### The metal 2 layer, run 1

Drawn at 4 px/um. Cells faint in the background.
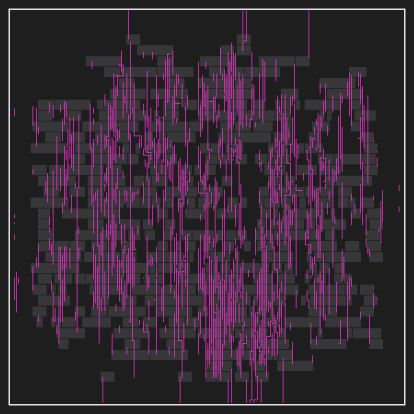
### Routed clock nets over the placement, run 1

Drawn at 6 px/um.
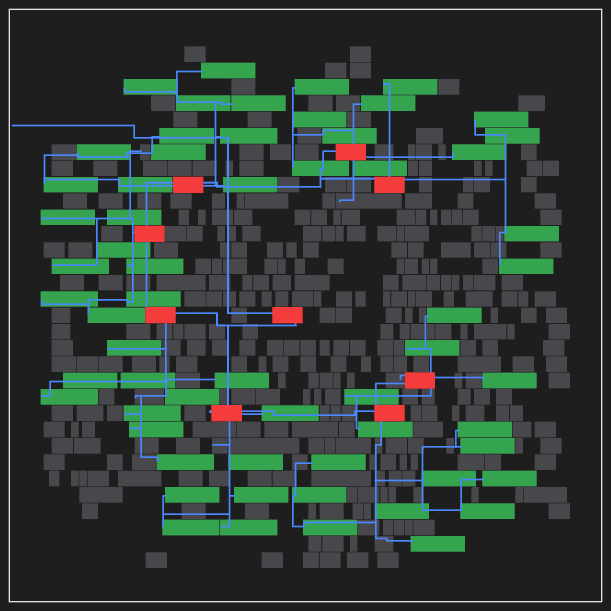
### Pin map, run 1

Drawn at 3 px/um. Pins as bars across the die edge, other pins in gray.
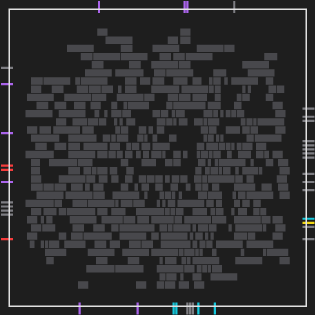
`config.mk`:
```
export PLATFORM = sky130hd
export DESIGN_NAME = washer_phase_timer
export DESIGN_NICKNAME = d
export VERILOG_FILES = /design/src/rtl/washer_defs.sv /design/src/rtl/washer_dur_regs.sv /design/src/rtl/washer_phase_timer.sv
export SDC_FILE = /design/constraint.sdc
export NUM_CORES = 1
export LEC_CHECK = 0
export CAP_MARGIN = 40
export CORE_MARGIN = 5
export CORE_UTILIZATION = 42
export DETAILED_ROUTE_END_ITERATION = 10
export GPL_ROUTABILITY_DRIVEN = 0
export MAX_ROUTING_LAYER = met4
export PLACE_DENSITY = 0.65
export SLEW_MARGIN = 5
export SYNTH_ARGS = -nofsm -noshare
export SYNTH_HDL_FRONTEND = slang
export SYNTH_SLANG_ARGS = --single-unit
export TNS_END_PERCENT = 10
```
`constraint.sdc`:
```
create_clock -name clk -period 2 [get_ports clk]
set_input_delay 0.4 -clock clk [delete_from_list [all_inputs] [get_ports clk]]
set_output_delay 0.4 -clock clk [all_outputs]
set_load 0.005 [all_outputs]
```
`src/rtl/washer_defs.sv`:
```
// Shared phase indices and timer state encoding for the wash controller.
package washer_defs;

    localparam int PH_FILL  = 0;
    localparam int PH_WASH  = 1;
    localparam int PH_RINSE = 2;
    localparam int PH_SPIN  = 3;
    localparam int PH_DRY   = 4;

    typedef enum logic [1:0] {
        ST_IDLE  = 2'd0,
        ST_RUN   = 2'd1,
        ST_PAUSE = 2'd2,
        ST_DONE  = 2'd3
    } state_t;

endpackage

```
`src/rtl/washer_dur_regs.sv`:
```
// Per-phase duration register file, reset to the packed default durations.
// Latency: write lands at the clock edge; read port is combinational (old value on a same-edge write).
// Backpressure: none; writes to phase indices past the last phase are dropped.
module washer_dur_regs #(
    parameter int NUM_PH = 5,
    parameter int CNT_W  = 8,
    parameter logic [NUM_PH*CNT_W-1:0] DEFAULT_DUR = {8'd25, 8'd8, 8'd15, 8'd20, 8'd10},
    parameter int PH_W   = 3
) (
    input  logic             clk,
    input  logic             rst,
    input  logic             we,
    input  logic [PH_W-1:0]  wr_ph,
    input  logic [CNT_W-1:0] wr_dur,
    input  logic [PH_W-1:0]  rd_ph,
    output logic [CNT_W-1:0] rd_dur
);

    localparam logic [PH_W:0] NUM_PH_V = (PH_W+1)'(NUM_PH);

    logic [CNT_W-1:0] dur [NUM_PH];
    logic             wr_ok;
    logic             rd_ok;

    assign wr_ok = we && ({1'b0, wr_ph} < NUM_PH_V);
    assign rd_ok = {1'b0, rd_ph} < NUM_PH_V;

    always_ff @(posedge clk or posedge rst) begin
        if (rst) begin
            for (int i = 0; i < NUM_PH; i++) begin
                dur[i] <= DEFAULT_DUR[i*CNT_W +: CNT_W];
            end
        end else if (wr_ok) begin
            dur[wr_ph] <= wr_dur;
        end
    end

    assign rd_dur = rd_ok ? dur[rd_ph] : '0;

endmodule

```
`src/rtl/washer_phase_timer.sv`:
```
// Phase-duration countdown timer with hold, abort, sticky done flags and expiry pulse.
// Latency: done/expire appear D edges after start (same edge when D==0); each held edge adds one.
// Backpressure: none; hold freezes the count, abort and restart take effect on any edge.
module washer_phase_timer
    import washer_defs::*;
#(
    parameter int NUM_PH = 5,
    parameter int CNT_W  = 8,
    parameter logic [NUM_PH*CNT_W-1:0] DEFAULT_DUR = {8'd25, 8'd8, 8'd15, 8'd20, 8'd10},
    localparam int PH_W  = $clog2(NUM_PH)
) (
    input  logic              clk,
    input  logic              R,
    input  logic              start,
    input  logic [PH_W-1:0]   sel,
    input  logic              hold,
    input  logic              abort,
    input  logic              cfg_we,
    input  logic [PH_W-1:0]   cfg_ph,
    input  logic [CNT_W-1:0]  cfg_dur,
    output logic [NUM_PH-1:0] done,
    output logic              expire,
    output logic              busy,
    output logic              paused,
    output logic [CNT_W-1:0]  remaining,
    output logic [PH_W-1:0]   cur_ph
);

    localparam logic [PH_W:0]    NUM_PH_V = (PH_W+1)'(NUM_PH);
    localparam logic [CNT_W-1:0] ONE      = CNT_W'(1);

    state_t            state;
    state_t            state_n;
    logic [CNT_W-1:0]  rem_n;
    logic [PH_W-1:0]   ph_n;
    logic [NUM_PH-1:0] done_n;
    logic              expire_n;
    logic [CNT_W-1:0]  sel_dur;
    logic              start_ok;

    washer_dur_regs #(
        .NUM_PH      (NUM_PH),
        .CNT_W       (CNT_W),
        .DEFAULT_DUR (DEFAULT_DUR),
        .PH_W        (PH_W)
    ) u_dur_regs (
        .clk    (clk),
        .rst    (R),
        .we     (cfg_we),
        .wr_ph  (cfg_ph),
        .wr_dur (cfg_dur),
        .rd_ph  (sel),
        .rd_dur (sel_dur)
    );

    assign start_ok = start && ({1'b0, sel} < NUM_PH_V);

    always_ff @(posedge clk or posedge R) begin
        if (R) begin
            state     <= ST_IDLE;
            remaining <= '0;
            cur_ph    <= '0;
            done      <= '0;
            expire    <= 1'b0;
            busy      <= 1'b0;
            paused    <= 1'b0;
        end else begin
            state     <= state_n;
            remaining <= rem_n;
            cur_ph    <= ph_n;
            done      <= done_n;
            expire    <= expire_n;
            busy      <= (state_n == ST_RUN) || (state_n == ST_PAUSE);
            paused    <= (state_n == ST_PAUSE);
        end
    end

    always_comb begin
        state_n  = state;
        rem_n    = remaining;
        ph_n     = cur_ph;
        done_n   = done;
        expire_n = 1'b0;

        if (abort) begin
            state_n = ST_IDLE;
            rem_n   = '0;
        end else if (start_ok) begin
            // Restart from any state; a zero duration completes on the start edge itself.
            ph_n   = sel;
            done_n = '0;
            if (sel_dur == '0) begin
                state_n      = ST_DONE;
                rem_n        = '0;
                done_n[sel]  = 1'b1;
                expire_n     = 1'b1;
            end else begin
                state_n = ST_RUN;
                rem_n   = sel_dur;
            end
        end else if ((state == ST_RUN) || (state == ST_PAUSE)) begin
            if (hold) begin
                state_n = ST_PAUSE;
            end else if (remaining <= ONE) begin
                state_n        = ST_DONE;
                rem_n          = '0;
                done_n[cur_ph] = 1'b1;
                expire_n       = 1'b1;
            end else begin
                state_n = ST_RUN;
                rem_n   = remaining - ONE;
            end
        end
    end

endmodule

```
==> results.yml, run 1 <==
# physical design summary
final_layout:
  buf_share_pct: 19.86
  mostFrequentLayoutCell: "buf_4"
  flops: 61
  final_nets: 416
  drive_gt1_share_pct: 39.95
  num-fill-cells: 681
  comb_area_share_pct: 37.75
  dominant_cells: "combinational gates"
  largest_reg_flops: 40
  signal_buffers: 96
  area_growth_pct: 37.18
  seq_area_share_pct: 34.17
  final_util_pct: 58.68
  regMostFlops: "u_dur_regs.dur"
  clockBufferCount: 11
  ff_latch_area_um2: 1541
  most-common-layout-cells: "buf_4 (52), dfrtp_1 (49), mux2_2 (42)"
  inv_count: 11
  diodes: 0
  comb_cells: 214
  logic_area_um2: 1703
  reg.largest.list: "u_dur_regs.dur: 40 flops, remaining: 8 flops, done: 5 flops"
logic_synthesis:
  ys_top_logic_family: "multiplexers"
  mux_area_share_pct: 19.98
  yosys_area_um2: 3288
  ys_sh_simple_pct: 14.08
  area_leaders: "dfrtp_1 (37%), mux2_2 (14%), dfstp_2 (9.6%), mux2i_1 (4.6%), nor2_1 (2.9%)"
  edf_count: 0
  yosysMostFrequentCell: "dfrtp_1"
  common_cells: "dfrtp_1 (49), mux2_2 (42), nor2_1 (25)"
  avgSynthCellArea_um2: 11.11
  synthAoiAreaFrac_pct: 14.16
  synth_nets: 319
  async_flop_share_pct: 100.0
  synth-seq-area-share_pct: 46.88
  ys_warn_count: 0
  syn_inst: 296
  synth.top_cell.area_share_pct: 37.29
  largest_area_cell: "dfrtp_1"
  ff_type: "dfrtp_1"
  numSynthFlops: 61
  syn_area_um2: 3288
  synth_adder_area_share_pct: 1.142
  synth_cell_types: 56
  ys_cells: 296
  xor_share_pct: 0.2664
critical_path:
  critPathKind: "reg2reg"
  critical-path-max-stage-delay_ns: 0.48
  critPathTopFamily: "AND-OR/OR-AND gates"
  rr_endpoint: "remaining[4]"
  crit_required_ns: 2.27
  rr_worst_depth: 8
  worst-path-buf-inv: 1
  crit_end: "remaining[4]"
  reg2reg_slack_ns: 0.04
  cp_num_cells: 8
  cp.arrival_ns: 2.22
  crit_path_start_kind: "register"
  slowest_stage: "or4_4"
  r2r-start: "remaining[0]"
  crit_fanout: 4
  cp-end-kind: "register"
  startpoint: "remaining[0]"
power:
  power_mw: 4.267
  maxPowerGroup: "registers"
  vdd_drop_max_uv: 495.5
  p_comb_share_pct: 33.9
  p_sw_share_pct: 30.46
  cellPowerDensity_nw_per_um2: 946.1
  p_sw_mw: 1.300
  sequentialPowerShare_pct: 40.0
  p_seq_mw: 1.71
  p_comb_mw: 1.45
  intPower_mw: 2.968
  p_leak_nw: 1.988
placement:
  place_area_um2: 4198
  pre_cts_slack_ns: -0.6227
  place_inst: 481
  dp_hpwl_mm: 5.966
drt:
  viasPerCell: 5.296
  wl_met2_mm: 4.080
  dr.first_iter.drc_count: 139
  antenna_left: 0
  top_layer: "met4"
  wl_met3_um: 291
  drt-pass1-iter-count: 4
  drt-met1-wl_mm: 3.712
  drc: 0
  wire_per_inst_um: 16.28
  drt-total-wl_mm: 8.141
  num_vias: 2648
clock_network:
  h-tree-depth: 3
  root_buffer: "clkbuf_8"
  ctsHoldBuffers: 0
  postCtsResizedCells: 10
  clock_sinks: 61
  cts_tree: "built"
  numCtsBuffers: 9
  clockBufferDepth: 2
  cts_setup_buffers: 1
floorplan:
  taps: 102
  ios: 39
  coreArea_um2: 7687
  design.die.area_um2: 9698
  fp-utilization_pct: 42.77
  rows: 32
final_timing:
  post-route-period-util_pct: 97.76
  fmax_mhz: 511.5
  fin_setup_tns_ns: 0
  final-hold-violation-count: 0
  drv_slew: 0
  slew_headroom_pct: 60.37
  whs_ns: 0.4378
  fin_crit_ns: 1.955
  tightest_slew_ns: 0.5898
  setup_ws_ns: 0.04477
  grt_setup_unrepaired: "yes"
global_routing:
  grt_max_degree: 62
  grt_pass1_wl_mm: 13.79
  grtUsageMet1_pct: 24.29
  met2_usage_pct: 28.50
  grt_antenna_before_repair: 0
  gr-total-overflow: 0
  grt_pass1_vias: 2739
  grt_busiest_layer: "met2"
  gr-usage-met3_pct: 3.680
hold_path:
  min_path_type: "in2async"
run:
  max-cap-violations: 0
  warnings: 28
run_status:
  status: "complete, no violations"
Notes on 'The metal 2 layer' above:
The wires run mostly vertical. The layer holds 50% of the routed length. The layer carries 4080 um of wire. 366 nets have wire on it.

Notes on 'Routed clock nets over the placement' above:
Green is flip-flops, count 61. Blue is clock wires, length 825 um. Red is clock-net drivers, count 9.
There are 10 routed clock nets. Position of the flops: spread over the die.
Clock Power: 1.11 mW
clock share of power: 26.0%
clk_skew: 0.01255 ns
latest clock arrival within the worst-skew pair: 0.34 ns

Notes on 'Pin map' above:
Cyan is `done`, pins 5, direction output, edge 4 south, 1 east. Red is `sel`, pins 3, direction input, edge west. Purple is `cfg_dur`, pins 8, direction input, edge 3 west, 3 north, 2 south. Yellow is `paused`, pins 1, direction output, edge east.
All pins by edge: 15 east, 11 west, 9 south, 4 north.
Die X: 98.48 um
IO buf count: 38
DIE HEIGHT: 98.48 um

==> run 2: changes to the inputs <==
ABC_CLOCK_PERIOD_IN_PS = 2000   (was unset)
### Pin map, run 2

Drawn at 3 px/um. Pins as bars across the die edge, other pins in gray.
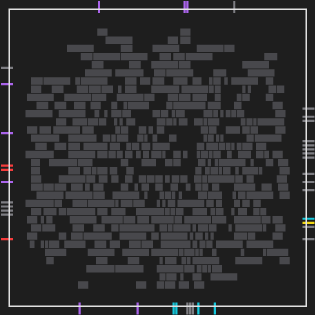
Red is `sel`, pins 3, direction input, edge west. Cyan is `done`, pins 5, direction output, edge 4 south, 1 east. Yellow is `paused`, pins 1, direction output, edge east. Purple is `cfg_dur`, pins 8, direction input, edge 3 west, 3 north, 2 south.

### The metal 2 layer, run 2

Drawn at 4 px/um. Cells faint in the background.
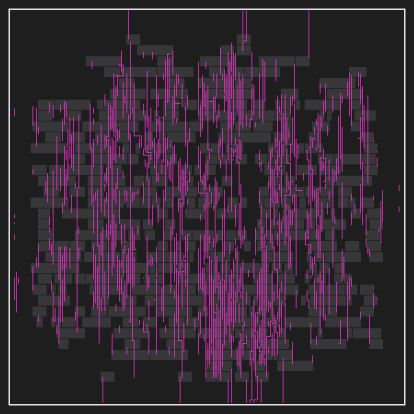
The layer carries 4080 um of wire. 366 nets have wire on it.

==> results.yml, run 2 <==
# physical design summary
global_routing:
  grt_max_degree: 62
  gr-total-overflow: 0
  grt_pass1_vias: 2739
  grt_antenna_before_repair: 0
  gr-usage-met3_pct: 3.680
  grt_use_total_pct: 18.12
  grt_pass1_wl_mm: 13.79
  met2_usage_pct: 28.50
  grtUsageMet1_pct: 24.29
  grt_busiest_layer: "met2"
drt:
  dr.first_iter.drc_count: 139
  wl_met2_mm: 4.080
  num_vias: 2648
  drt-total-wl_mm: 8.141
  drt-pass1-iter-count: 4
  top_layer: "met4"
  wl_met3_um: 291
  viasPerCell: 5.296
  drc: 0
  drt-met1-wl_mm: 3.712
  wire_per_inst_um: 16.28
  antenna_left: 0
final_layout:
  diodes: 0
  drive_gt1_share_pct: 39.95
  area_growth_pct: 37.18
  buf_share_pct: 19.86
  comb_cells: 214
  seq_area_share_pct: 34.17
  ff_latch_area_um2: 1541
  clockBufferCount: 11
  final_nets: 416
  comb_area_share_pct: 37.75
  logic_area_um2: 1703
  mostFrequentLayoutCell: "buf_4"
  dominant_cells: "combinational gates"
  clock_area_share_pct: 4.466
  instances_no_fill: 500
  reg.largest.list: "u_dur_regs.dur: 40 flops, remaining: 8 flops, done: 5 flops"
  inv_count: 11
  num-fill-cells: 681
  signal_buffers: 96
  regMostFlops: "u_dur_regs.dur"
  design_area_um2: 4511
  most-common-layout-cells: "buf_4 (52), dfrtp_1 (49), mux2_2 (42)"
  largest_reg_flops: 40
  final_util_pct: 58.68
critical_path:
  startpoint: "remaining[0]"
  rr_worst_depth: 8
  slowest_stage: "or4_4"
  crit_required_ns: 2.27
  crit_fanout: 4
  rr_endpoint: "remaining[4]"
  critPathTopFamily: "AND-OR/OR-AND gates"
  critical-path-max-stage-delay_ns: 0.48
  cp.arrival_ns: 2.22
  cp_num_cells: 8
  worst-path-buf-inv: 1
  cp-end-kind: "register"
  path_cells: "inv_1, ha_2, o21ba_2, a32o_2, or4_4, o21ai_2, a22oi_2, nor2_1"
  r2r-start: "remaining[0]"
  crit_end: "remaining[4]"
  reg2reg_slack_ns: 0.04
  critPathKind: "reg2reg"
  crit_path_start_kind: "register"
floorplan:
  rows: 32
  die_y_um: 98.48
  taps: 102
  design.die.area_um2: 9698
  coreArea_um2: 7687
  ios: 39
  fp-utilization_pct: 42.77
  die_x_um: 98.48
final_timing:
  setup_ws_ns: 0.04477
  whs_ns: 0.4378
  final-hold-violation-count: 0
  slew_headroom_pct: 60.37
  post-route-period-util_pct: 97.76
  fin_setup_tns_ns: 0
  drv_slew: 0
  tightest_slew_ns: 0.5898
  final.setup_skew_ns: 0.01255
  grt_setup_unrepaired: "yes"
  fmax_mhz: 511.5
  fin_crit_ns: 1.955
logic_synthesis:
  yosysMostFrequentCell: "dfrtp_1"
  syn_inst: 296
  common_cells: "dfrtp_1 (49), mux2_2 (42), nor2_1 (25)"
  edf_count: 0
  ff_type: "dfrtp_1"
  ys_cells: 296
  synth-seq-area-share_pct: 46.88
  synth_nets: 319
  ys_sh_simple_pct: 14.08
  largest_area_cell: "dfrtp_1"
  numSynthFlops: 61
  xor_share_pct: 0.2664
  ys_warn_count: 0
  syn_area_um2: 3288
  area_leaders: "dfrtp_1 (37%), mux2_2 (14%), dfstp_2 (9.6%), mux2i_1 (4.6%), nor2_1 (2.9%)"
  ys_top_logic_family: "multiplexers"
  synth_cell_types: 56
  synth.top_cell.area_share_pct: 37.29
  avgSynthCellArea_um2: 11.11
  synthAoiAreaFrac_pct: 14.16
  async_flop_share_pct: 100.0
  synth_adder_area_share_pct: 1.142
  mux_area_share_pct: 19.98
  yosys_area_um2: 3288
power:
  pwr-share-clk_pct: 26.0
  p_seq_mw: 1.71
  maxPowerGroup: "registers"
  p_comb_share_pct: 33.9
  vdd_drop_max_uv: 495.5
  p_sw_mw: 1.300
  p_leak_nw: 1.988
  intPower_mw: 2.968
  cellPowerDensity_nw_per_um2: 946.1
  sequentialPowerShare_pct: 40.0
  power_mw: 4.267
  p_sw_share_pct: 30.46
  p_comb_mw: 1.45
  p_clk_mw: 1.11
clock_network:
  clockBufferDepth: 2
  cts_setup_buffers: 1
  root_buffer: "clkbuf_8"
  ctsHoldBuffers: 0
  cts_tree: "built"
  worstSkewPairLatency_ns: 0.34
  postCtsResizedCells: 10
  h-tree-depth: 3
placement:
  portBuffers: 38
  place_inst: 481
  place_area_um2: 4198
  dp_hpwl_mm: 5.966
  pre_cts_slack_ns: -0.6227
run:
  max-cap-violations: 0
  warnings: 28
hold_path:
  min_path_type: "in2async"
run_status:
  status: "complete, no violations"
### Clock nets, run 2

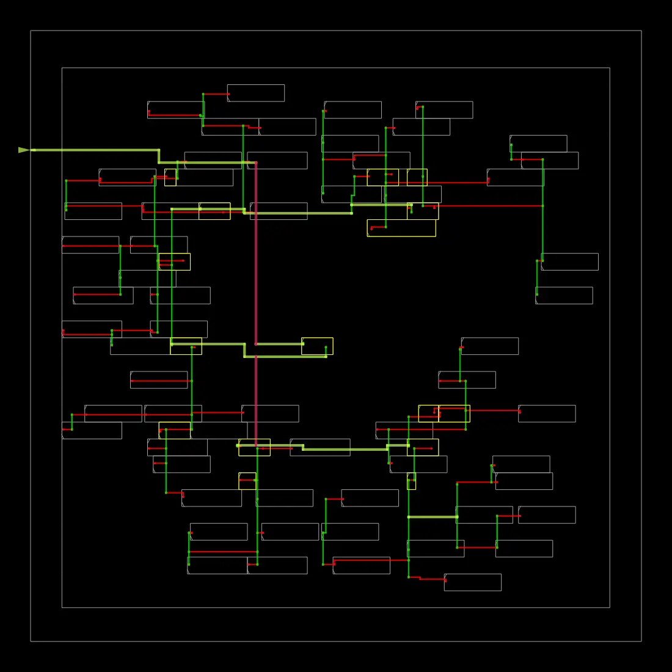
clock sink total: 61
FFs & Latches: 61
cts bufs inserted: 9

No activity file was given, so power comes from the tool's default toggle rates.
